Fig. 1: run 1, gate-type map
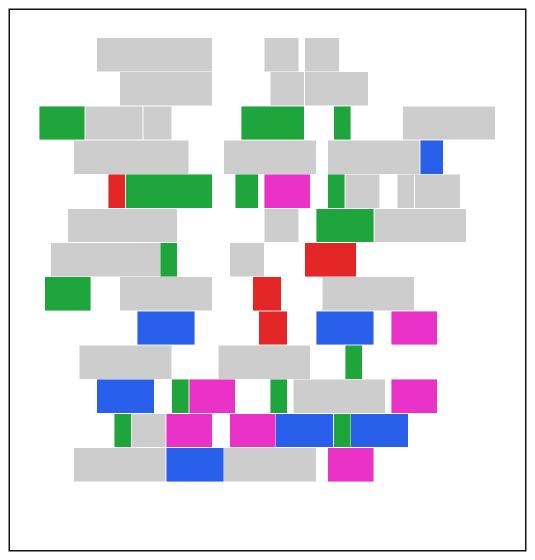
Fig. 2: run 1, routed metal, one color a layer
Only two layers are drawn.
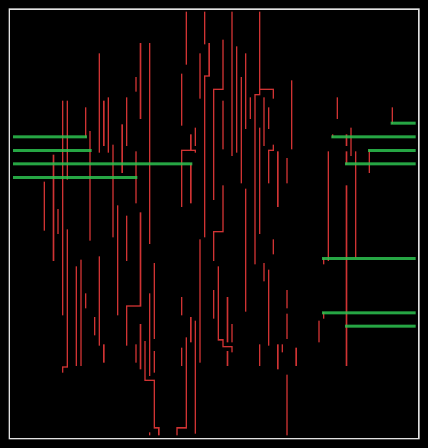
Fig. 3: run 1, sequential cells colored by netlist name
The bar under the picture is 10 µm long.
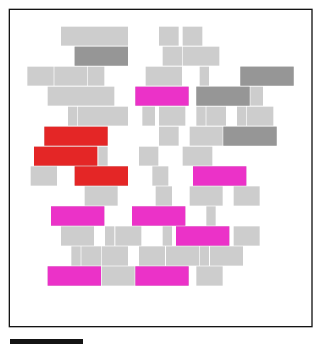
==> config.mk <==
export PLATFORM = sky130hd
export DESIGN_NAME = pes_fb_piso_param
export DESIGN_NICKNAME = d
export VERILOG_FILES = /design/src/rtl/pes_fb_piso_param.sv
export SDC_FILE = /design/constraint.sdc
export NUM_CORES = 1
export LEC_CHECK = 0
export CORE_AREA = 2 2 39 41
export DETAILED_ROUTE_END_ITERATION = 12
export DIE_AREA = 0 0 41 43
export DONT_BUFFER_PORTS = 1
export SETUP_SLACK_MARGIN = 0.5
export SYNTH_ARGS = -nofsm -noshare
export SYNTH_HDL_FRONTEND = slang
export SYNTH_SLANG_ARGS = --single-unit
==> constraint.sdc <==
create_clock -name clk -period 1.9 [get_ports clk]
set_input_delay 0.475 -clock clk [delete_from_list [all_inputs] [get_ports clk]]
set_output_delay 0.475 -clock clk [all_outputs]
set_load 0.005 [all_outputs]
==> src/rtl/pes_fb_piso_param.sv <==
// Parallel-in/serial-out shifter with load/ready handshake and frame markers.
// A word loaded on the last bit of a frame continues the stream with no idle gap.
module pes_fb_piso_param #(
   parameter int   WIDTH      = 8,
   parameter bit   MSB_FIRST  = 1'b1,
   parameter logic IDLE_LEVEL = 1'b0
) (
   input  logic                     clk,
   input  logic                     rst,
   input  logic                     load,
   input  logic [WIDTH-1:0]         data_in,
   output logic                     ready,
   output logic                     data_out,
   output logic                     out_valid,
   output logic                     frame_start,
   output logic                     frame_end,
   output logic [$clog2(WIDTH)-1:0] bit_idx
);

   localparam int IW = $clog2(WIDTH);
   localparam logic [IW-1:0] LAST = IW'(WIDTH - 1);

   typedef enum logic {IDLE, SHIFT} state_t;

   state_t           state;
   logic [WIDTH-1:0] shreg;
   logic             accept;
   logic             at_last;
   logic [IW-1:0]    idx_nxt;

   assign at_last = (bit_idx == LAST);
   assign ready   = (state == IDLE) | ((state == SHIFT) & at_last);
   assign accept  = load & ready;
   assign idx_nxt = bit_idx + 1'b1;

   always_ff @(posedge clk) begin
      if (rst) begin
         state       <= IDLE;
         shreg       <= '0;
         data_out    <= IDLE_LEVEL;
         out_valid   <= 1'b0;
         frame_start <= 1'b0;
         frame_end   <= 1'b0;
         bit_idx     <= '0;
      end else if (accept) begin
         // The first bit goes straight to data_out; shreg keeps the remainder.
         state       <= SHIFT;
         data_out    <= MSB_FIRST ? data_in[WIDTH-1] : data_in[0];
         shreg       <= MSB_FIRST ? (data_in << 1) : (data_in >> 1);
         out_valid   <= 1'b1;
         frame_start <= 1'b1;
         frame_end   <= 1'b0;
         bit_idx     <= '0;
      end else if (state == SHIFT && !at_last) begin
         data_out    <= MSB_FIRST ? shreg[WIDTH-1] : shreg[0];
         shreg       <= MSB_FIRST ? (shreg << 1) : (shreg >> 1);
         frame_start <= 1'b0;
         frame_end   <= (idx_nxt == LAST);
         bit_idx     <= idx_nxt;
      end else begin
         state       <= IDLE;
         data_out    <= IDLE_LEVEL;
         out_valid   <= 1'b0;
         frame_start <= 1'b0;
         frame_end   <= 1'b0;
         bit_idx     <= '0;
      end
   end

endmodule

==> results.txt, run 1 <==
Summary of implementation figures.

Status
The flow ran to the end, and the final reports show no timing, DRC or antenna violations.

Setup path
By startpoint and endpoint, the worst setup path is classified as reg2out. In this run the critical register-to-register path is captured at data_out$_SDFF_PP0_. STA classifies the critical path startpoint as a flip-flop. The worst reg-to-reg setup slack is 330 ps.

Floorplanning
The core utilization at floorplan is 44.8%. The top-level I/O count is 19.

Synth
Among all cell types in the netlist, the one instantiated most often is sky130_fd_sc_hd__dfxtp_1. The synthesis report names the predominant flop master as sky130_fd_sc_hd__dfxtp_1. The number of register bits inferred by synthesis is 14.

The share of synthesized area spent on multiplexers is 11.3%. The count of different cell masters after synthesis is 19. The area share of fa/ha/maj cells after synthesis is 6.05%. By area, the combinational part of the netlist is dominated by simple AND/OR/NAND/NOR gates. Counting instances in the post-synthesis netlist gives the leading cell types as 14 x sky130_fd_sc_hd__dfxtp_1, 8 x sky130_fd_sc_hd__nor2_1, 7 x sky130_fd_sc_hd__mux2i_1, 6 x sky130_fd_sc_hd__a211oi_2, 3 x sky130_fd_sc_hd__ha_1. The fraction of the yosys area taken by sequential cells is 45.2%.

The area fraction in and, or, nand and nor cells after synthesis is 18.5%. The total cells reported by yosys after synthesis is 53.

CTS
The number of clock sinks is 14. The root buffer cell is sky130_fd_sc_hd__clkbuf_4. The clock insertion delay at the later pin of the skew report is 280 ps. Looking at the clock tree report, the H-tree level count equals 1. The number of setup buffers added after CTS is 3.

Worst hold path
In this run the most critical hold path is launched from rst.

Power and ir drop
For the combinational group, total power comes out at 0.0697 mW. The report lists the power per cell area as 819 nW/µm². The flow reports power dissipated in the clock network as 0.212 mW. Per report_power, the combinational group accounts for 11.6% of the total. The relative contribution of sequential cells to total power is 53.1%. The static power due to leakage is 0.300 nW.

Finish
The area occupied by multi-input gates is 333 µm². The number of flip-flops and latches is 14. The fraction of final cell area spent on non-clock buffers in this run is 4.09%. The layout stage reports a final design area of 734 µm². The number of non-clock inverters is 4. The layout buffer count excluding clock buffers is 4. The clock network contribution to total cell area is 4.94%.

Routing
Summed over all nets, wire length on met3 after detailed routing comes to 91 µm.

STA
The worst slew slack as a fraction of its limit is 88.3%. Setup repair after global routing could not meet its margin everywhere.

GRT
Entering global routing, the biggest net connects 14 pins. met3 track demand over resource after global routing is 8.38%.

Placed design
Detailed placement reports a standard cell area of 641 µm². The number of buffers inserted by port buffering is 0. The estimated wirelength of the detail-placed design is 715 µm.

Flow run
The report counts max-capacitance violations totalling 0.
Back to the opening pictures, Fig. 1:
[magenta] multiplexers | cells: 7
[green] NOR gates | cells: 14
[red] inverters | cells: 4 | where: center
[blue] inverting AOI/OAI gates | cells: 7
Comb/total area: 45.3%
most common logic cell in the routed design: sky130_fd_sc_hd__dfxtp_1
non-filler instance count after layout: 76

Back to the opening pictures, Fig. 2:
[red] metal 2 | wire length: 591 µm
[green] metal 3 | wire length: 91.2 µm
total global routing track utilization: 16.0%
Post-Route WL: 1.12 mm
Via Count: 409
routed wirelength normalized by instance count: 14.8 µm

Back to the opening pictures, Fig. 3:
[magenta] `shreg` | sequential cells: 7
[red] `bit_idx` | sequential cells: 3
sequential share of cell area: 39.2%
register area: 288 µm²
Sequential Power: 0.320 mW
utilization of the core after routing: 53.1%

## run 1: critical path, cell delays in order, from the launching register on
cell	delay, ps
sky130_fd_sc_hd__dfxtp_4	370
sky130_fd_sc_hd__ha_4	160
sky130_fd_sc_hd__ha_4	150
sky130_fd_sc_hd__nor2b_4	170
sky130_fd_sc_hd__inv_8	60
## run 1: worst min-delay path by stage
stage	endpoint	cells past startpoint
final	bit_idx[0]$_SDFF_PP0_	1
after global routing	bit_idx[1]$_SDFF_PP0_	1
after CTS	shreg[7]$_SDFFE_PP0P_	1
after detailed placement	data_out$_SDFF_PP0_	2
after global placement	data_out$_SDFF_PP0_	2
after floorplan	data_out$_SDFF_PP0_	2
## run 1: state kept, by name, summed over array words and instances (netlist names)
signal,flops
shreg,7
bit_idx,3
data_out,1
frame_end,1
frame_start,1
state,1
## Run 2: what changed since run 1
HOLD_SLACK_MARGIN = 0.02   (was not set)
TNS_END_PERCENT = 20   (was not set)
clock period = 1.77 ns   (was 1.9 ns; I/O delays follow)
Fig. 4: run 2, gate-type map
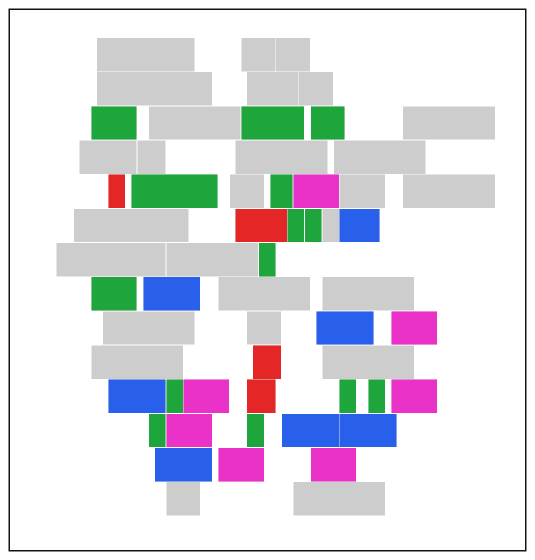
[blue] inverting AOI/OAI gates | cells: 7
[magenta] multiplexers | cells: 7
[green] NOR gates | cells: 14
[red] inverters | cells: 4 | where: center
non-filler instance count after layout: 75
Comb/total area: 46.0%

==> run 2 against run 1 <==
Compared with the run above:
- critical path depth did not move
- first-iteration DRC count is the same
- final area is 1.9% lower
- synthesized cell count did not move
- non-clock buffer count unchanged
- sequential cell count stayed put
- wire length down 1.4%
- critical path type unchanged
==> results.txt, run 2 <==
Summary of implementation figures.

Synth
The largest family of logic cells by area is simple AND/OR/NAND/NOR gates (unchanged). The fraction of the yosys area taken by sequential cells is 45.2% (unchanged). The number of warnings printed during yosys synthesis is 0 (unchanged).

The share of synthesized area spent on multiplexers came to 11.3% (unchanged). The top-area cell type share of the netlist area is 45.2% (unchanged). The commonest register cell after synthesis is sky130_fd_sc_hd__dfxtp_1 (unchanged). The library cell with the highest instance count after synthesis was sky130_fd_sc_hd__dfxtp_1 (unchanged). The compound-gate portion of the synthesized area is 12.9% (unchanged).

The total cells reported by yosys after synthesis is 53 (unchanged). The count of different cell masters after synthesis is 19 (unchanged). The number of register bits inferred by synthesis is 14 (unchanged).

Most numerous cell types in the synthesized netlist: 14 x sky130_fd_sc_hd__dfxtp_1, 8 x sky130_fd_sc_hd__nor2_1, 7 x sky130_fd_sc_hd__mux2i_1, 6 x sky130_fd_sc_hd__a211oi_2, 3 x sky130_fd_sc_hd__ha_1 (unchanged). The area fraction in and, or, nand and nor cells after synthesis came to 18.5% (unchanged).

Status
Run status: finished clean (unchanged).

GRT
The pin count of the biggest net entering global routing is 14 (unchanged). The number of global-route vias before repair was 404 (unchanged). The leftover overflow at the end of global routing is 0 (unchanged).

The global-route met3 utilization was 9.95% (was 8.38%).

Power and ir drop
The clock group total power is 0.180 mW (was 0.212 mW). The largest power group is registers (unchanged). The power per cell area is 833 nW/µm² (was 819 nW/µm²).

The combinational share of power came to 12.6% (was 11.6%). The reported combinational group power is 0.0759 mW (was 0.0697 mW). The power in sequential cells is 0.345 mW (was 0.320 mW). The static power due to leakage is 0.291 nW (was 0.300 nW). The relative contribution of sequential cells to total power came to 57.4% (was 53.1%).

Setup path
The reg-to-reg endpoint is data_out$_SDFF_PP0_ (unchanged). Crit path cell chain: ha_4 > ha_4 > nor2b_4 > inv_8 (unchanged). The worst-path cell with the longest stage delay is sky130_fd_sc_hd__dfxtp_4 (unchanged). The worst stage delay on the critical path is 370 ps (about the same).

The critical path launch point type is a flip-flop (unchanged). The worst reg-to-reg setup slack is 210 ps (was 330 ps). The largest fanout of any net on the critical path came to 5 (unchanged). The critical setup path kind is reg2out (unchanged).

The most common cell type on the critical path was sky130_fd_sc_hd__ha_4 (unchanged).

Worst hold path
The start point of the worst min-delay path was rst (unchanged). The capture endpoint of the worst hold path is shreg[7]$_SDFFE_PP0P_ (was bit_idx[0]$_SDFF_PP0_).

Placed design
The pre-CTS setup slack came to 362 ps (was 446 ps). The number of buffers inserted by port buffering is 0 (unchanged). The estimated wirelength of the detail-placed design is 734 µm (was 715 µm). The area after detailed placement is 641 µm² (unchanged).

Finish
The core utilization of the finished layout is 52.1% (was 53.1%). The register with the highest flop count is shreg (unchanged). The flip-flop count of the largest register after layout is 7 (unchanged). The design area came to 721 µm² (was 734 µm²). The most common logic cell in the routed design is sky130_fd_sc_hd__dfxtp_1 (unchanged).

CTS
The level count of the clock H-tree is 1 (unchanged). The clock insertion delay at the later pin of the skew report was 280 ps (about the same). The root buffer cell is sky130_fd_sc_hd__clkbuf_4 (unchanged). The number of clock sinks is 14 (unchanged).

Flow run
The tally of max-capacitance violations is 0 (unchanged).

Floorplanning
The top-level I/O count is 19 (unchanged). The core utilization at floorplan was 44.8% (unchanged).

STA
Setup repair after global routing missed its margin: true (unchanged). The worst slew slack as a fraction of its limit is 88.5% (was 88.3%).

Routing
The wire length on met3 is 102 µm (was 91 µm).
Fig. 5: run 2, routed metal, one color a layer
Only two layers are drawn.
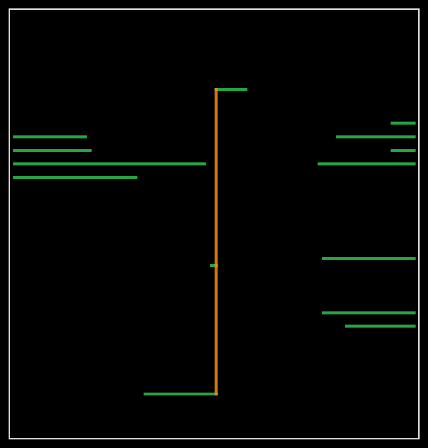
[green] metal 3 | wire length: 103 µm
[orange] metal 4 | wire length: 30.6 µm
routed wirelength normalized by instance count: 14.8 µm
total global routing track utilization: 16.9%
Post-Route WL: 1.11 mm
Via Count: 404

run 2: cell count changes in the layout (fill, tap and decap cells not counted), sizes merged:
cell,change
clkbuf,-1
run 2: area by class of cell:
class                      instances  area (µm²)  area share, %
multi-input combinational         34         332           46.0
timing repair inverter             2        12.5           1.74
inverter                           2        15.0           2.08
tap                               16        20.0           2.78
timing repair buffer               4        33.8           4.69
sequential                        14         285           39.6
clock buffer                       3        22.5           3.13
run 2: critical path: cells and delay by family, from the launching register on:
| kind | cells | cell delay (ps) |
|---|---|---|
| buffers and inverters | 1 | 60 |
| AND/OR/NAND/NOR | 1 | 170 |
| flip-flops | 1 | 370 |
| adder cells (fa/ha/maj) | 2 | 310 |
run 2: what timing repair did:
item	in CTS	in global routing
pin swaps	1	0
setup endpoints to repair	8	14
gates cloned	2	0
buffers inserted	3	1
gates resized	3	2
No activity file was given, so power comes from the tool's default toggle rates.
